[src/rtl/char_action_sequencer_if.sv]
// Signal bundle between the button conditioning / frame timing side (master)
// and the character action sequencer (slave).
// The inputs carry no handshake: frame_tick is a one-cycle pulse per video
// frame and the buttons are clean levels. The outputs are registered and
// valid from the cycle after the clk edge that updates them.
interface char_action_sequencer_if;
   logic       frame_tick;
   logic       btn_left;
   logic       btn_right;
   logic       btn_attack;
   logic [3:0] state;
   logic       move_flag;
   logic       hit_active;
   logic       busy;

   modport master (
      output frame_tick, btn_left, btn_right, btn_attack,
      input  state, move_flag, hit_active, busy
   );

   modport slave (
      input  frame_tick, btn_left, btn_right, btn_attack,
      output state, move_flag, hit_active, busy
   );
endinterface

[src/rtl/char_action_sequencer.sv]
// Frame-paced character action sequencer: turns left/right/attack buttons
// into a 4-bit character state code plus a one-cycle movement strobe, and
// times the three-phase attack animations in frames. The state register is
// presented directly on bus.state, so it doubles as the FSM debug view.
module char_action_sequencer #(
   parameter int ATK_START_FR  = 5,
   parameter int ATK_ACTIVE_FR = 2,
   parameter int ATK_RECOV_FR  = 16,
   parameter int DIR_START_FR  = 4,
   parameter int DIR_ACTIVE_FR = 3,
   parameter int DIR_RECOV_FR  = 15
) (
   input logic                     clk,
   input logic                     rst,
   char_action_sequencer_if.slave  bus
);

   typedef enum logic [3:0] {
      S_IDLE       = 4'd0,
      S_LEFT       = 4'd1,
      S_RIGHT      = 4'd2,
      S_ATK_START  = 4'd3,
      S_ATK_ACTIVE = 4'd4,
      S_ATK_RECOV  = 4'd5,
      S_DIR_START  = 4'd6,
      S_DIR_ACTIVE = 4'd7,
      S_DIR_RECOV  = 4'd8
   } state_t;

   // Counter reload values: a phase of N frames counts N-1 down to 0.
   localparam logic [4:0] ATK_START_M1  = 5'(ATK_START_FR - 1);
   localparam logic [4:0] ATK_ACTIVE_M1 = 5'(ATK_ACTIVE_FR - 1);
   localparam logic [4:0] ATK_RECOV_M1  = 5'(ATK_RECOV_FR - 1);
   localparam logic [4:0] DIR_START_M1  = 5'(DIR_START_FR - 1);
   localparam logic [4:0] DIR_ACTIVE_M1 = 5'(DIR_ACTIVE_FR - 1);
   localparam logic [4:0] DIR_RECOV_M1  = 5'(DIR_RECOV_FR - 1);

   state_t     state_q, state_d;
   logic [4:0] frame_cnt_q, frame_cnt_d;
   logic       atk_pend_q, atk_pend_d;
   logic       btn_attack_q;
   logic       move_q, move_d;
   logic       hit_q, hit_d;
   logic       busy_q, busy_d;
   logic       atk_edge;
   logic       consume;
   logic       do_free;
   logic       one_dir;

   assign atk_edge = bus.btn_attack & ~btn_attack_q;
   assign one_dir  = bus.btn_left ^ bus.btn_right;

   // Next state, phase counter and pending-attack bookkeeping.
   always_comb begin
      state_d     = state_q;
      frame_cnt_d = frame_cnt_q;
      consume     = 1'b0;
      do_free     = 1'b0;

      if (bus.frame_tick) begin
         unique case (state_q)
            S_IDLE, S_LEFT, S_RIGHT: do_free = 1'b1;
            S_ATK_START: begin
               if (frame_cnt_q != 5'd0) frame_cnt_d = frame_cnt_q - 5'd1;
               else begin
                  state_d     = S_ATK_ACTIVE;
                  frame_cnt_d = ATK_ACTIVE_M1;
               end
            end
            S_ATK_ACTIVE: begin
               if (frame_cnt_q != 5'd0) frame_cnt_d = frame_cnt_q - 5'd1;
               else begin
                  state_d     = S_ATK_RECOV;
                  frame_cnt_d = ATK_RECOV_M1;
               end
            end
            S_DIR_START: begin
               if (frame_cnt_q != 5'd0) frame_cnt_d = frame_cnt_q - 5'd1;
               else begin
                  state_d     = S_DIR_ACTIVE;
                  frame_cnt_d = DIR_ACTIVE_M1;
               end
            end
            S_DIR_ACTIVE: begin
               if (frame_cnt_q != 5'd0) frame_cnt_d = frame_cnt_q - 5'd1;
               else begin
                  state_d     = S_DIR_RECOV;
                  frame_cnt_d = DIR_RECOV_M1;
               end
            end
            // Leaving recovery re-evaluates the buttons on the same tick.
            S_ATK_RECOV, S_DIR_RECOV: begin
               if (frame_cnt_q != 5'd0) frame_cnt_d = frame_cnt_q - 5'd1;
               else                     do_free     = 1'b1;
            end
            default: state_d = S_IDLE;
         endcase

         if (do_free) begin
            frame_cnt_d = 5'd0;
            if (atk_pend_q && one_dir) begin
               state_d     = S_DIR_START;
               frame_cnt_d = DIR_START_M1;
               consume     = 1'b1;
            end else if (atk_pend_q) begin
               state_d     = S_ATK_START;
               frame_cnt_d = ATK_START_M1;
               consume     = 1'b1;
            end else if (bus.btn_left && !bus.btn_right) begin
               state_d = S_LEFT;
            end else if (bus.btn_right && !bus.btn_left) begin
               state_d = S_RIGHT;
            end else begin
               state_d = S_IDLE;
            end
         end
      end

      // A request consumed now must not be re-armed by an edge in the same
      // cycle; edges during an attack are dropped, never queued.
      if (consume)                  atk_pend_d = 1'b0;
      else if (atk_edge && !busy_q) atk_pend_d = 1'b1;
      else                          atk_pend_d = atk_pend_q;

      move_d = bus.frame_tick && ((state_d == S_LEFT) || (state_d == S_RIGHT));
      hit_d  = (state_d == S_ATK_ACTIVE) || (state_d == S_DIR_ACTIVE);
      busy_d = (state_d >= S_ATK_START) && (state_d <= S_DIR_RECOV);
   end

   // State, counter, request capture and registered outputs.
   always_ff @(posedge clk or posedge rst) begin
      if (rst) begin
         state_q      <= S_IDLE;
         frame_cnt_q  <= 5'd0;
         atk_pend_q   <= 1'b0;
         btn_attack_q <= 1'b0;
         move_q       <= 1'b0;
         hit_q        <= 1'b0;
         busy_q       <= 1'b0;
      end else begin
         state_q      <= state_d;
         frame_cnt_q  <= frame_cnt_d;
         atk_pend_q   <= atk_pend_d;
         btn_attack_q <= bus.btn_attack;
         move_q       <= move_d;
         hit_q        <= hit_d;
         busy_q       <= busy_d;
      end
   end

   assign bus.state      = state_q;
   assign bus.move_flag  = move_q;
   assign bus.hit_active = hit_q;
   assign bus.busy       = busy_q;

endmodule

[src/flat_wrapper.sv]
// flat-port wrapper written by rule: the top's interface ports become plain ports
module char_action_sequencer_flat 
#(
   parameter int ATK_START_FR  = 5,
   parameter int ATK_ACTIVE_FR = 2,
   parameter int ATK_RECOV_FR  = 16,
   parameter int DIR_START_FR  = 4,
   parameter int DIR_ACTIVE_FR = 3,
   parameter int DIR_RECOV_FR  = 15
)
  (clk, rst, bus_frame_tick, bus_btn_left, bus_btn_right, bus_btn_attack, bus_state, bus_move_flag, bus_hit_active, bus_busy);
  char_action_sequencer_if bus_i ();
  input logic clk;
  input logic rst;
  input wire logic [$bits(bus_i.frame_tick)-1:0] bus_frame_tick;
  input wire logic [$bits(bus_i.btn_left)-1:0] bus_btn_left;
  input wire logic [$bits(bus_i.btn_right)-1:0] bus_btn_right;
  input wire logic [$bits(bus_i.btn_attack)-1:0] bus_btn_attack;
  output wire logic [$bits(bus_i.state)-1:0] bus_state;
  output wire logic [$bits(bus_i.move_flag)-1:0] bus_move_flag;
  output wire logic [$bits(bus_i.hit_active)-1:0] bus_hit_active;
  output wire logic [$bits(bus_i.busy)-1:0] bus_busy;
  assign bus_i.frame_tick = bus_frame_tick;
  assign bus_i.btn_left = bus_btn_left;
  assign bus_i.btn_right = bus_btn_right;
  assign bus_i.btn_attack = bus_btn_attack;
  assign bus_state = bus_i.state;
  assign bus_move_flag = bus_i.move_flag;
  assign bus_hit_active = bus_i.hit_active;
  assign bus_busy = bus_i.busy;
  char_action_sequencer #(.ATK_START_FR(ATK_START_FR), .ATK_ACTIVE_FR(ATK_ACTIVE_FR), .ATK_RECOV_FR(ATK_RECOV_FR), .DIR_START_FR(DIR_START_FR), .DIR_ACTIVE_FR(DIR_ACTIVE_FR), .DIR_RECOV_FR(DIR_RECOV_FR)) u_core (.clk(clk), .rst(rst), .bus(bus_i));
endmodule
[config.mk]
export PLATFORM = sky130hd
export DESIGN_NAME = char_action_sequencer_flat
export DESIGN_NICKNAME = d
export VERILOG_FILES = /design/src/rtl/char_action_sequencer_if.sv /design/src/rtl/char_action_sequencer.sv /design/src/flat_wrapper.sv
export SDC_FILE = /design/constraint.sdc
export NUM_CORES = 1
export LEC_CHECK = 0
export CORE_MARGIN = 2
export CORE_UTILIZATION = 58
export CTS_CLUSTER_DIAMETER = 100
export CTS_CLUSTER_SIZE = 12
export DETAILED_ROUTE_END_ITERATION = 6
export PLACE_DENSITY = 0.81
export SLEW_MARGIN = 20
export SYNTH_ARGS = -nofsm -noshare
export SYNTH_HDL_FRONTEND = slang
export SYNTH_SLANG_ARGS = --single-unit
[constraint.sdc]
create_clock -name clk -period 4.2 [get_ports clk]
set_input_delay 1.26 -clock clk [delete_from_list [all_inputs] [get_ports clk]]
set_output_delay 1.26 -clock clk [all_outputs]
set_load 0.005 [all_outputs]
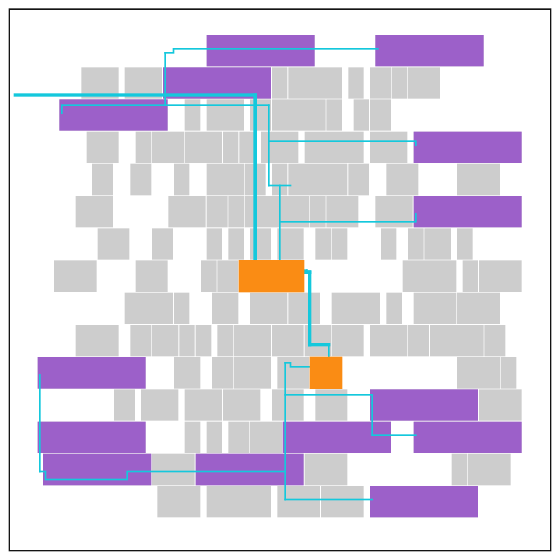
Fig. 1. Clock distribution (run 1).
Key: purple = flip-flops [count 14]; cyan = clock wires [length 202 microns]; orange = clock-net drivers [count 3]
Position of the flops: all over the die. There are 4 routed clock nets.
P_clk: 0.100 mW
clk ins delay skew pair: 0.28 ns
clock network power share: 10.4%
clk_skew: 0.00932 ns

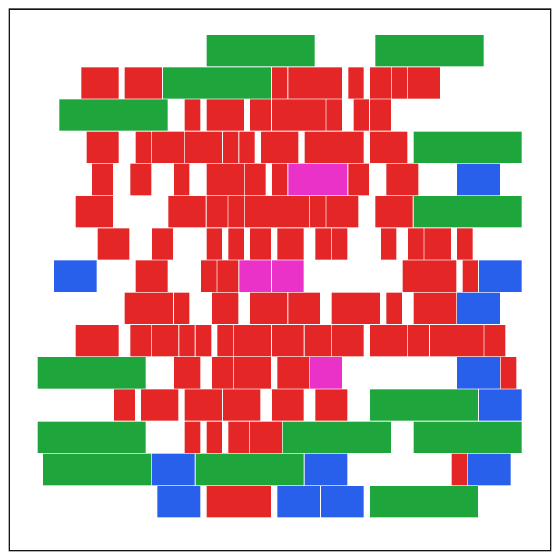
Fig. 2. Cell classes on the final placement (run 1).
Key: magenta = clock drivers and dummy loads [cells 4, share of their area 3.2%]; blue = remaining buffers and delay cells [cells 12, share of their area 11%]; green = registers [cells 14, share of their area 31%]; red = remaining logic cells [cells 96, share of their area 55%]

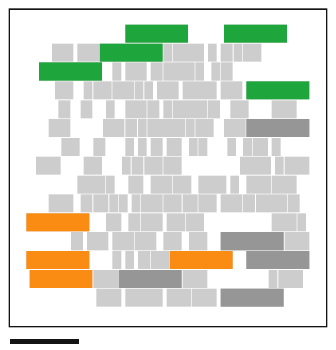
Fig. 3. Where the registers sit (run 1).
Scale bar: 10 microns. Other sequential cells in the stronger gray, the rest of the logic in the fainter gray.
Key: orange = `u_core.bus.state` [sequential cells 4, where bottom left]; green = `u_core.frame_cnt_q` [sequential cells 5]
Another 5 sequential cells are not colored.
Final Util: 69.3%
Seq group: 0.299 mW
Seq area share: 30.3%
Reg area: 350 sq um

==> qor.csv, run 1 <==
stage,metric,value,unit
final_timing,worst_slew_pin_slew,0.586,ns
global_routing,grt_usage,22.8,%
outcome,status,"complete, no violations",
global_routing,overflow,0,
yosys,fp_nets,126,
clock_network,htree_levels,1,
final_timing,final-setup-viol-count,0,
critical_path,cpPeakStageDelay,0.69,ns
clock_network,cts-root-buf,clkbuf_4,
yosys,yosys-top-cells-area,"dfrtp_1, nand2_1, ha_1",
yosys,synth_area_leader_cell,dfrtp_1,
critical_path,cp_num_cells,6,
finish,inverters_excl_clock,8,
finish,largest_register_ffs,5,
routing,route.detailed.drc,0,
power_and_ir_drop,max-vdd-ir-drop,0.504,mV
critical_path,cp_common_cell,o211ai_1,
routing,drtPass1Iterations,4,
yosys,synth_seq_share,34.9,%
final_timing,slew_viol_final,0,
clock_network,cts_tree,done,
die,taps,17,
finish,finish.instance_area,1160,sq um
critical_path,crit_chain,"clkdlybuf4s50_1, inv_1, a221oi_1, o211ai_1, or4_1, o211ai_1",
power_and_ir_drop,pwr_density_cell,831,nW/um^2
die,core,1670,sq um
critical_path,crit_family,buffers and inverters,
clock_network,clock_path_buffers,2,
die,die_h,45.6,microns
clock_network,clkSinkCount,14,
die,initial_core_util,60.1,%
routing,routedWlPerCell,14.9,microns
final_timing,slew_headroom,60.4,%
finish,largestClassByArea,logic gates,
yosys,ys_ff,14,
routing,final_antenna_net_count,0,
yosys,async_flop_share,100,%
yosys,common_cells,"nand2_1, dfrtp_1, inv_1, nor2_1, o21ai_0",
critical_path,rr_worst_depth,7,
global_routing,grt_max_degree,18,
yosys,synth_area,1000,sq um
==> run 1: power breakdown <==
part / internal [mW] / leakage [nW] / switching (mW)
Sequential: 0.193 / 0.173 / 0.106
Combinational: 0.284 / 0.309 / 0.279
Clock: 0.0527 / 0.0210 / 0.0477
==> run 1: cell families (layout without fill, tap and decap cells) <==
family | Yosys count | in the layout | share of synthesized area [%]
AND-OR/OR-AND | 38 | 38 | 27.8
adder cells (fa/ha/maj) | 4 | 4 | 4.99
AND/OR/NAND/NOR | 41 | 41 | 22.2
XOR/XNOR | 3 | 3 | 2.62
buffers and inverters | 14 | 24 | 5.36
multiplexers | 2 | 2 | 2.12
flip-flops | 14 | 14 | 34.9
==> run 1: worst min path at each step <==
stage                                                 start                                end  slack, ns  cells past startpoint
final                     u_core.frame_cnt_q[1]$_DFFE_PP0P_  u_core.frame_cnt_q[1]$_DFFE_PP0P_       0.55                      2
after global routing      u_core.frame_cnt_q[4]$_DFFE_PP0P_  u_core.frame_cnt_q[4]$_DFFE_PP0P_       0.61                      2
after CTS                 u_core.frame_cnt_q[1]$_DFFE_PP0P_  u_core.frame_cnt_q[1]$_DFFE_PP0P_       0.55                      2
after detailed placement  u_core.frame_cnt_q[1]$_DFFE_PP0P_  u_core.frame_cnt_q[1]$_DFFE_PP0P_       0.53                      2
after global placement    u_core.frame_cnt_q[1]$_DFFE_PP0P_  u_core.frame_cnt_q[1]$_DFFE_PP0P_       0.53                      2
after floorplan           u_core.frame_cnt_q[1]$_DFFE_PP0P_  u_core.frame_cnt_q[1]$_DFFE_PP0P_       0.50                      2
==> run 1: layer usage <==
| layer | routed length, microns | up-vias |
|---|---|---|
| li1 | - | 456 |
| met2 | 958 | 32 |
| met3 | 108 | 4 |
| met1 | 1040 | 438 |
| met4 | 21 | 0 |
| met5 | 0 | - |
Fig. 4: run 1, sizing map
Scale bar: 10 microns.
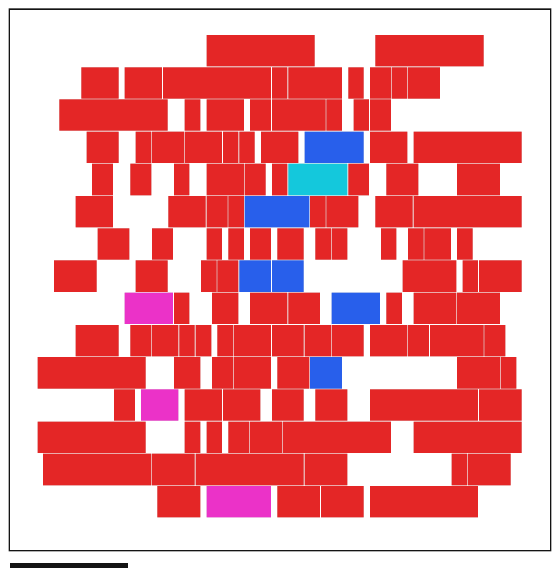

==> run 1 -> run 2 <==
--- a/config.mk
+++ b/config.mk
@@ -6,11 +6,11 @@
 export NUM_CORES = 1
 export LEC_CHECK = 0
 export CORE_MARGIN = 2
-export CORE_UTILIZATION = 58
+export CORE_UTILIZATION = 53
 export CTS_CLUSTER_DIAMETER = 100
 export CTS_CLUSTER_SIZE = 12
 export DETAILED_ROUTE_END_ITERATION = 6
-export PLACE_DENSITY = 0.81
+export PLACE_DENSITY = 0.75
 export SLEW_MARGIN = 20
 export SYNTH_ARGS = -nofsm -noshare
 export SYNTH_HDL_FRONTEND = slang
==> constraint.sdc (replaced) <==
create_clock -name clk -period 3 [get_ports clk]
set_input_delay 0.9 -clock clk [delete_from_list [all_inputs] [get_ports clk]]
set_output_delay 0.9 -clock clk [all_outputs]
set_load 0.005 [all_outputs]
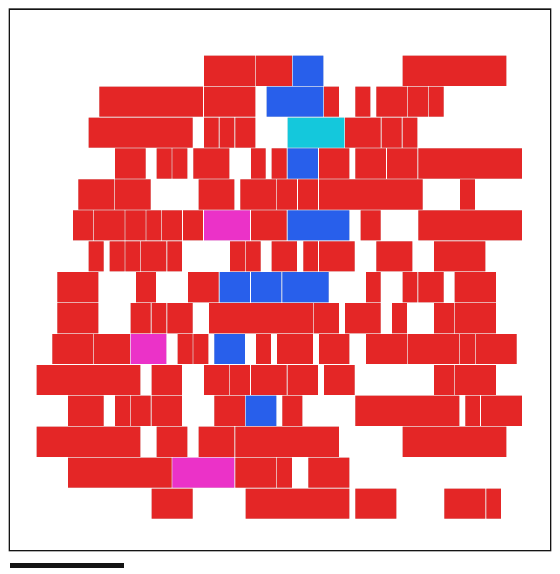
Fig. 5. Sizing map (run 2).
Scale bar: 10 microns.
Key: magenta = x2 [cells 3]; cyan = x6 and larger [cells 1]; blue = x3 and x4 [cells 9]; red = x1 and smaller [cells 116]
Non-CTS buffers: 15
synthesis-to-finish area growth: 18.6%
Final WS setup: 0.356 ns
final instance area: 1190 sq um

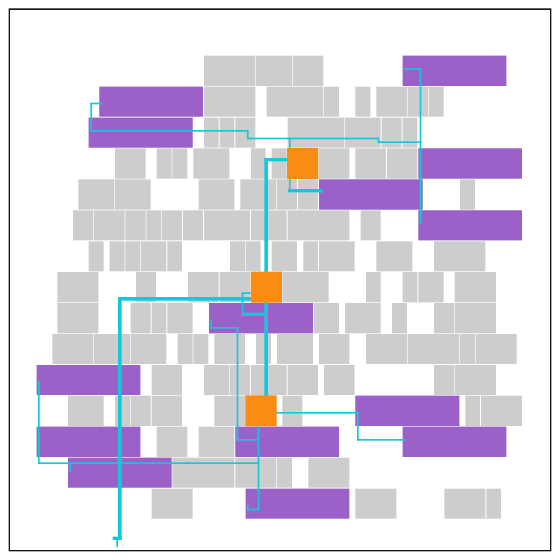
Fig. 6. Clock distribution (run 2).
Key: purple = flip-flops [count 14]; orange = clock-net drivers [count 3]; cyan = clock wires [length 193 microns]
Position of the flops: all over the die.

==> qor.csv, run 2 <==
stage,metric,value,unit
die,initial_core_util,57.5,%
routing,drtPass1Iterations,4,
global_routing,overflow,0,
yosys,ys_sh_simple,22.2,%
die,core,1750,sq um
global_routing,grt_max_degree,18,
yosys,fp_nets,126,
clock_network,cts_tree,done,
clock_network,clkSinkCount,14,
hold_path,whs_path_depth,2,
power_and_ir_drop,swShare,45.3,%
power_and_ir_drop,p_seq_share,30.3,%
final_timing,fin_skew,0.00375,ns
yosys,top_logic_kind,AND-OR/OR-AND gates,
clock_network,clk_latency,0.29,ns
die,die_h,47.5,microns
routing,route.detailed.drc,0,
yosys,aoi_share,27.8,%
final_timing,final-setup-viol-count,0,
yosys,ys_ff,14,
yosys,yosys-top-cells-area,"dfrtp_1, nand2_1, ha_1",
final_timing,worst_slew_pin_slew,0.572,ns
yosys,synth-adder-area-share,4.99,%
power_and_ir_drop,pwr_density_cell,1160,nW/um^2
final_timing,slew_headroom,61.8,%
power_and_ir_drop,cell_internal_pwr,0.755,mW
global_routing,grt_usage,22.7,%
yosys,mux_share,2.12,%
yosys,async_flop_share,100,%
outcome,status,"complete, no violations",
power_and_ir_drop,power_frac_comb,59.6,%
yosys,synth_area,1000,sq um
power_and_ir_drop,clkPwrFrac,10.1,%
hold_path,min_to,u_core.frame_cnt_q[1]$_DFFE_PP0P_,
run 2: area by class of cell:
| cell class | instances | area share [%] |
|---|---|---|
| Sequential cell | 14 | 29.4 |
| Inverter | 8 | 2.52 |
| Clock buffer | 4 | 3.05 |
| Tap cell | 25 | 2.63 |
| Multi-Input combinational cell | 88 | 50.4 |
| Timing Repair Buffer | 15 | 12.0 |
run 2: critical path: stages, from the launching register on:
cell	delay [ns]
dfrtp_1	0.41
inv_1	0.08
ha_1	0.15
or4b_4	0.56
or3_4	0.42
a211o_1	0.34
a21o_1	0.19
a2111oi_2	0.38
run 2: stage by stage:
stage | setup slack (ns) | util [%] | hold slack (ns) | std cells
floorplan | 0.594 | - | 0.501 | 116
global placement | 0.144 | 66.1 | 0.530 | 150
detailed placement | 0.120 | 66.1 | 0.536 | 150
CTS | 0.374 | 68.2 | 0.556 | 154
global route | 0.266 | 68.2 | 0.594 | 154
finish | 0.356 | 68.2 | 0.561 | 154
run 2: power by group through the flow:
stage / sequential (mW) / combinational [mW] / clock [mW]
after floorplan: 0.349 / 0.651 / 0
after global placement: 0.413 / 0.786 / 0
after detailed placement: 0.419 / 0.798 / 0
after CTS: 0.415 / 0.813 / 0.139
after global routing: 0.434 / 0.905 / 0.147
final: 0.419 / 0.823 / 0.140
run 2: cell families after synthesis:
family,after synthesis
fa+ha+maj,4
xor+xnor,3
mux,2
compound gates,38
buf+inv,14
simple gates,41
flops,14
run 2: routing by layer:
layer / share of wire [%] / vias up / wire, microns
li1: - / 462 / -
met4: 2.3 / 0 / 53
met1: 48 / 460 / 1100
met3: 7.4 / 7 / 170
met2: 42 / 44 / 967
met5: 0 / - / 0
Power is estimated from default activity; no workload was simulated.
